$ cat config.mk
export PLATFORM = sky130hd
export DESIGN_NAME = frame_length_monitor
export DESIGN_NICKNAME = d
export VERILOG_FILES = /design/src/rtl/frame_length_monitor.sv
export SDC_FILE = /design/constraint.sdc
export NUM_CORES = 1
export LEC_CHECK = 0
export CORE_MARGIN = 10
export CORE_UTILIZATION = 58
export DETAILED_ROUTE_END_ITERATION = 8
export GPL_TIMING_DRIVEN = 0
export PLACE_DENSITY = 0.85
export SLEW_MARGIN = 20
export SYNTH_ARGS = -nofsm -noshare
export SYNTH_HDL_FRONTEND = slang
export SYNTH_SLANG_ARGS = --single-unit
$ cat constraint.sdc
create_clock -name i_clk -period 7.71 [get_ports i_clk]
set_input_delay 1.542 -clock i_clk [delete_from_list [all_inputs] [get_ports i_clk]]
set_output_delay 1.542 -clock i_clk [all_outputs]
set_load 0.02 [all_outputs]
$ cat src/rtl/frame_length_monitor.sv
// Frame boundary tracker: counts valid beats per frame, reports good frame lengths,
// keeps a completed-frame count and pulses on SOP/EOP protocol violations.
module frame_length_monitor #(
   parameter int MAX_LEN = 1500,
   parameter int LEN_W   = $clog2(MAX_LEN + 1),
   parameter int CNT_W   = 16
) (
   input  logic             i_clk,
   input  logic             i_arst,
   input  logic             i_validIn,
   input  logic             i_sopIn,
   input  logic             i_eopIn,
   output logic             o_inFrame,
   output logic             o_lenValid,
   output logic [LEN_W-1:0] o_len,
   output logic [CNT_W-1:0] o_frameCount,
   output logic             o_errEopNoSop,
   output logic             o_errSopInFrame,
   output logic             o_errTooLong
);

   typedef enum logic [1:0] {IDLE, INFRAME, DISCARD} state_t;

   // One bit wider than the counter so MAX_LEN+1 is always representable.
   localparam logic [LEN_W:0] MAX_NEXT = (LEN_W + 1)'(MAX_LEN);

   state_t           state, stateNxt;
   logic [LEN_W-1:0] cnt, cntNxt;
   logic [LEN_W:0]   nextCnt;
   logic [LEN_W-1:0] lenNxt;
   logic [CNT_W-1:0] frameCountNxt;
   logic             lenValidNxt, errEopNxt, errSopNxt, errLongNxt;

   assign nextCnt   = {1'b0, cnt} + 1'b1;
   assign o_inFrame = (state != IDLE);

   always_comb begin
      stateNxt      = state;
      cntNxt        = cnt;
      lenNxt        = o_len;
      frameCountNxt = o_frameCount;
      lenValidNxt   = 1'b0;
      errEopNxt     = 1'b0;
      errSopNxt     = 1'b0;
      errLongNxt    = 1'b0;
      if (i_validIn) begin
         if (i_sopIn) begin
            // A SOP always starts a fresh frame, abandoning whatever was open.
            errSopNxt = (state != IDLE);
            if (i_eopIn) begin
               lenNxt        = LEN_W'(1);
               lenValidNxt   = 1'b1;
               frameCountNxt = o_frameCount + 1'b1;
               stateNxt      = IDLE;
               cntNxt        = '0;
            end else begin
               stateNxt = INFRAME;
               cntNxt   = LEN_W'(1);
            end
         end else begin
            unique case (state)
               IDLE: errEopNxt = i_eopIn;
               INFRAME: begin
                  if (nextCnt > MAX_NEXT) begin
                     errLongNxt = 1'b1;
                     stateNxt   = i_eopIn ? IDLE : DISCARD;
                     cntNxt     = '0;
                  end else if (i_eopIn) begin
                     lenNxt        = nextCnt[LEN_W-1:0];
                     lenValidNxt   = 1'b1;
                     frameCountNxt = o_frameCount + 1'b1;
                     stateNxt      = IDLE;
                     cntNxt        = '0;
                  end else begin
                     cntNxt = nextCnt[LEN_W-1:0];
                  end
               end
               DISCARD: if (i_eopIn) stateNxt = IDLE;
               default: stateNxt = IDLE;
            endcase
         end
      end
   end

   always_ff @(posedge i_clk or negedge i_arst) begin
      if (!i_arst) begin
         state           <= IDLE;
         cnt             <= '0;
         o_len           <= '0;
         o_lenValid      <= 1'b0;
         o_frameCount    <= '0;
         o_errEopNoSop   <= 1'b0;
         o_errSopInFrame <= 1'b0;
         o_errTooLong    <= 1'b0;
      end else begin
         state           <= stateNxt;
         cnt             <= cntNxt;
         o_len           <= lenNxt;
         o_lenValid      <= lenValidNxt;
         o_frameCount    <= frameCountNxt;
         o_errEopNoSop   <= errEopNxt;
         o_errSopInFrame <= errSopNxt;
         o_errTooLong    <= errLongNxt;
      end
   end

endmodule

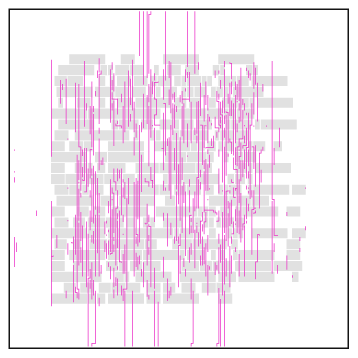
m2.png
Scale: 4 px per um. Cells faint in the background.
nets with wire on the layer: 245
wire length on this layer: 2570 um

==> job_summary.md <==
### Metrics collected by this job

| Metric | Value |
|---|---|
| Rel. slew slack | `0.558` |
| Total gr overflow | `0` |
| Highest fanout seen on the critical path | `10` |
| Hold crit path type | `reg2reg` |
| Nets | `291` |
| Average cell area after synthesis | `10.1 sq um` |
| Fill cell total of the finished layout | `283` |
| Buffers & Inverters on Critical Path | `2` |
| Outcome | `finished clean` |
| Count of library flops with an enable pin | `0` |
| Multi-In Gates | `171` |
| Number of clock sinks | `44` |
| Clock tree from TritonCTS | `done` |
| Cell count after placement | `324` |
| Main synth FF type | `dfrtp_1` |
| Number of diodes | `0` |
| Worst reg-to-reg setup slack | `4.93 ns` |
| Number of tap instances | `50` |
| ANT nets after route | `0` |
| Commonest cells in the synthesized netlist | `dfrtp_1 (44), nand2_1 (30), xnor2_1 (20)` |
| Number of remaining DRC errors | `0` |
| Fraction of final layout cells sized beyond drive strength 1 | `0.103` |
| Max-cap violation count | `0` |
| Die Y-Extent | `84.4 um` |
| Number of clock buffers in the layout | `6` |
| Post-route fraction of the period consumed by the critical path | `0.435` |
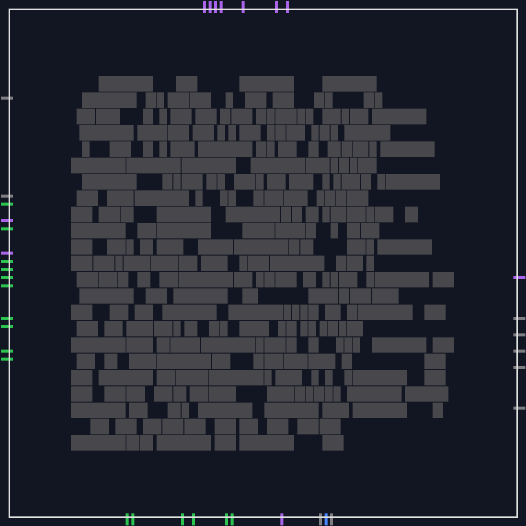
pinout.png
Scale: 6 px per um. Pins as bars across the die edge, other pins in gray.
[purple] `o_len` | pins: 11 | direction: output | edge: 7 top, 2 left, 1 bottom, 1 right
[blue] `i_validIn` | pins: 1 | direction: input | edge: bottom
[green] `o_frameCount` | pins: 16 | direction: output | edge: 10 left, 6 bottom
all pins by edge: 14 left, 10 bottom, 7 top, 6 right

